## src/rtl/demux_3w_1_to_5_reg.sv

```systemverilog
// demux_3w_1_to_5_reg
//   Registered 1-to-5 distributor. One WIDTH-bit data stream is steered into
//   five lane holding registers (U, V, W, X, Y). The target lane comes either
//   from the external select S (manual mode) or from an internal round-robin
//   counter (auto mode). Each lane has a valid flag that a downstream consumer
//   clears through its Ack bit.
//
//   Ports:
//     Clk    in   rising-edge clock
//     Reset  in   synchronous, active-high reset
//     D      in   data to distribute
//     S      in   manual lane select (0=U .. 4=Y, 5-7 illegal)
//     En     in   write strobe
//     Auto   in   1 = lane from round-robin counter, 0 = lane from S
//     Ack    in   per-lane consumer acknowledge (bit0=U .. bit4=Y)
//     U..Y   out  lane holding registers
//     Valid  out  per-lane "holds unconsumed data" flags
//     Lane   out  round-robin counter value (0-4)
//     Frame  out  one-cycle pulse after an auto-mode write to lane 4
//     Err    out  sticky flag, set by a manual write with illegal S

module demux_3w_1_to_5_reg #(
    parameter int WIDTH = 3,
    parameter int LANES = 5
) (
    input  logic             Clk,
    input  logic             Reset,
    input  logic [WIDTH-1:0] D,
    input  logic [2:0]       S,
    input  logic             En,
    input  logic             Auto,
    input  logic [LANES-1:0] Ack,
    output logic [WIDTH-1:0] U,
    output logic [WIDTH-1:0] V,
    output logic [WIDTH-1:0] W,
    output logic [WIDTH-1:0] X,
    output logic [WIDTH-1:0] Y,
    output logic [LANES-1:0] Valid,
    output logic [2:0]       Lane,
    output logic             Frame,
    output logic             Err
);

    logic [WIDTH-1:0] lane_q [LANES];
    logic [2:0]       target;
    logic [LANES-1:0] wr_hit;
    logic             illegal_wr;
    logic             auto_wr;

    always_comb begin
        target = Auto ? Lane : S;
        wr_hit = '0;
        // An out-of-range target matches no lane, so illegal writes drop out here.
        for (int unsigned i = 0; i < LANES; i++) begin
            wr_hit[i] = En && (target == 3'(i));
        end
        illegal_wr = En && !Auto && (S >= 3'(LANES));
        auto_wr    = En && Auto;
    end

    always_ff @(posedge Clk) begin
        if (Reset) begin
            for (int unsigned i = 0; i < LANES; i++) begin
                lane_q[i] <= '0;
            end
            Valid <= '0;
            Lane  <= '0;
            Frame <= 1'b0;
            Err   <= 1'b0;
        end else begin
            for (int unsigned i = 0; i < LANES; i++) begin
                if (wr_hit[i]) begin
                    lane_q[i] <= D;
                end
            end
            // Ack clears first, then a write to the same lane sets it again.
            Valid <= (Valid & ~Ack) | wr_hit;

            if (auto_wr) begin
                Lane <= (Lane == 3'(LANES - 1)) ? '0 : Lane + 3'd1;
            end
            Frame <= auto_wr && (Lane == 3'(LANES - 1));

            if (illegal_wr) begin
                Err <= 1'b1;
            end
        end
    end

    assign U = lane_q[0];
    assign V = lane_q[1];
    assign W = lane_q[2];
    assign X = lane_q[3];
    assign Y = lane_q[4];

endmodule

```

## config.mk

```make
export PLATFORM = sky130hd
export DESIGN_NAME = demux_3w_1_to_5_reg
export DESIGN_NICKNAME = d
export VERILOG_FILES = /design/src/rtl/demux_3w_1_to_5_reg.sv
export SDC_FILE = /design/constraint.sdc
export NUM_CORES = 1
export LEC_CHECK = 0
export ABC_AREA = 1
export CORE_UTILIZATION = 47
export CTS_BUF_LIST = sky130_fd_sc_hd__clkbuf_2 sky130_fd_sc_hd__clkbuf_4 sky130_fd_sc_hd__clkbuf_8
export DETAILED_ROUTE_END_ITERATION = 16
export PLACE_DENSITY = 0.86
export SETUP_SLACK_MARGIN = 0.15
export SYNTH_ARGS = -nofsm -noshare
export SYNTH_HDL_FRONTEND = slang
export SYNTH_SLANG_ARGS = --single-unit
```

## constraint.sdc

```tcl
create_clock -name Clk -period 3.5 [get_ports Clk]
set_input_delay 0.7 -clock Clk [delete_from_list [all_inputs] [get_ports Clk]]
set_output_delay 0.7 -clock Clk [all_outputs]
set_load 0.01 [all_outputs]
```

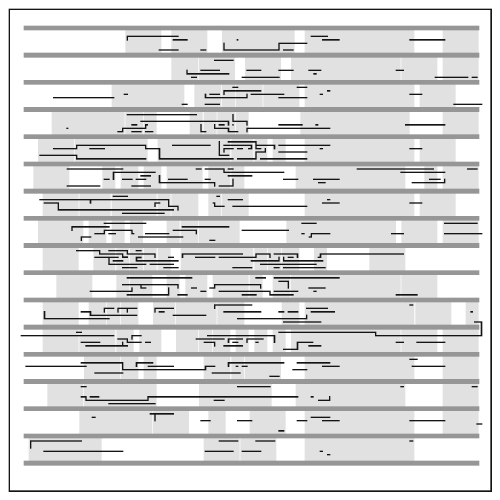
m1.png
(10 px per µm) Supply wires on this layer in grey. Cells faint in the background.
The layer holds 40% of the routed length. The layer carries 707 µm of wire.

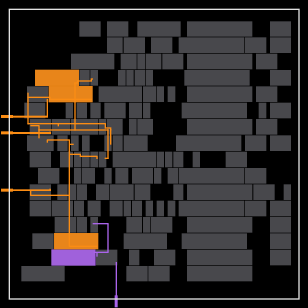
port_trees.png
(6 px per µm)
Lane: in orange, bits 3, direction output, end cells 3, buffers 3, wire 126 µm. Err: in purple, bits 1, direction output, end cells 1, buffers 1, wire 15.9 µm.

==> impl_metrics.env <==
# physical design summary
export IMPL_grt_ovfl_total=0
export IMPL_clk_latency_ns=0.31
export IMPL_h_tree_depth=1
export IMPL_maxCapViolCount=0
export IMPL_cp_data_arrival_time_ns=2.12
export IMPL_initial_core_util=0.503
export IMPL_final_max_slew_viol_count=0
export IMPL_grt_util_all_layers=0.171
export IMPL_routedWlPerCell_um=11.2
export IMPL_cpPeakStageDelay_ns=0.60
export IMPL_status="finished clean"
export IMPL_die_w_um=48.0
export IMPL_peakVddDrop_mv=0.206
export IMPL_cp_slowest_cell="clkdlybuf4s50_1"
export IMPL_yosys_area_top_type_share=0.452
export IMPL_root_buffer="clkbuf_4"
export IMPL_hold_ws_ns=0.466
export IMPL_hold_path_class="register to register"
export IMPL_hpwlAfterDp_um=1470
export IMPL_grt_max_degree=16
export IMPL_dpl_cell_count=156
export IMPL_netlist_area_um2=996
export IMPL_cts_sinks=25
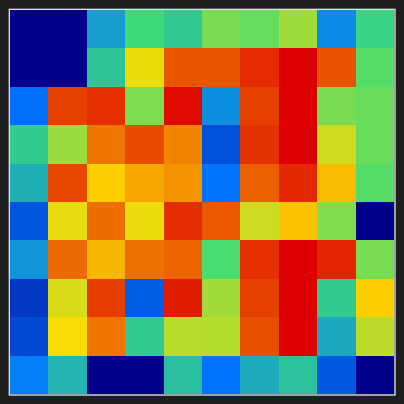
util_map.png
(8 px per µm) The die is cut into 10 by 10 equal tiles; dark blue is low, red is high, 0 to 100% covered.
The mean over all tiles is 61%. 41% of the tiles are over 75% full. The fullest tile reaches 100%. The emptiest ninth of the die: upper left. 8.0% of the tiles are nearly empty.

cell usage in the layout (no fill, tap or decap):
cell type	n
xor2_1	1
nor2_4	2
o31ai_1	1
nand3_1	2
nand2_1	18
clkinv_2	1
o21ai_0	3
nand4_1	3
edfxtp_1	15
nor3_1	1
clkdlybuf4s50_1	39
nand3b_1	3
nand3_2	1
nor2_1	3
dfxtp_1	10
clkbuf_4	3
inv_2	1
inv_1	11
nand2_2	5
ha_1	2
a21oi_1	8
final timing paths:
check | to | slack, ns | cells after the start | from
hold / removal | Err | 0.47 | 2 | Err
setup reg to reg | lane_q[0][12] | 2.06 | 4 | Lane[2]
hold reg to reg | Err | 0.47 | 2 | Err
setup / recovery | lane_q[0][12] | 1.47 | 7 | Auto
layout make-up:
class                      instances  area, µm²
inverter                          12       45.0
tap                               27       33.8
sequential                        25        651
fill                             145        539
timing repair buffer              39        390
multi-input combinational         53        295
clock inverter                     1       5.00
clock buffer                       3       22.5
logic make-up (layout without fill, tap and decap cells):
| group | count (synthesis) | after routing | synth area share |
|---|---|---|---|
| xor gates and xnor gates | 1 | 1 | 0.00880 |
| buffers and inverters | 13 | 55 | 0.0502 |
| DFF | 25 | 25 | 0.653 |
| adders and majority gates | 2 | 2 | 0.0251 |
| and+or+nand+nor | 38 | 38 | 0.200 |
| AOI/OAI and AO/OA | 12 | 12 | 0.0628 |
worst max-delay path: cells and delay by family:
kind | cells | cell delay (ns)
AND-OR/OR-AND | 1 | 0.35
buffers and inverters | 2 | 0.69
AND/OR/NAND/NOR | 4 | 0.38
Yosys cell counts (all sizes together):
library cell / number
nor3: 1
xor2: 1
inv: 12
edfxtp: 15
nor2: 5
nand3: 3
buf: 1
ha: 2
nand4: 3
a21oi: 8
nand3b: 3
o21ai: 3
nand2: 23
dfxtp: 10
o31ai: 1
registers in the layout, summed over array words and instances (netlist names):
register / flops
Valid: 5
Err: 1
Frame: 1
lane_q: 15
Lane: 3
stage by stage:
step,utilization,total power [µW],setup WS [ns]
floorplan,-,378,1.99
global placement,0.714,430,1.22
detailed placement,0.714,433,1.14
CTS,0.728,546,1.45
global route,0.728,575,1.35
finish,0.728,544,1.47
layer usage:
layer	up-vias	track usage	wire length, µm
li1	388	-	-
met1	336	0.181	707
met2	36	0.335	952
met3	2	0.0340	117
met4	0	0.0500	8
met5	-	0	0
where the power goes:
part / switching, µW / internal (µW)
Combinational: 41.4 / 48.8
Clock: 76.3 / 42.6
Sequential: 5.89 / 329
Power figures rest on the tool's default switching activity, not on a simulated workload.
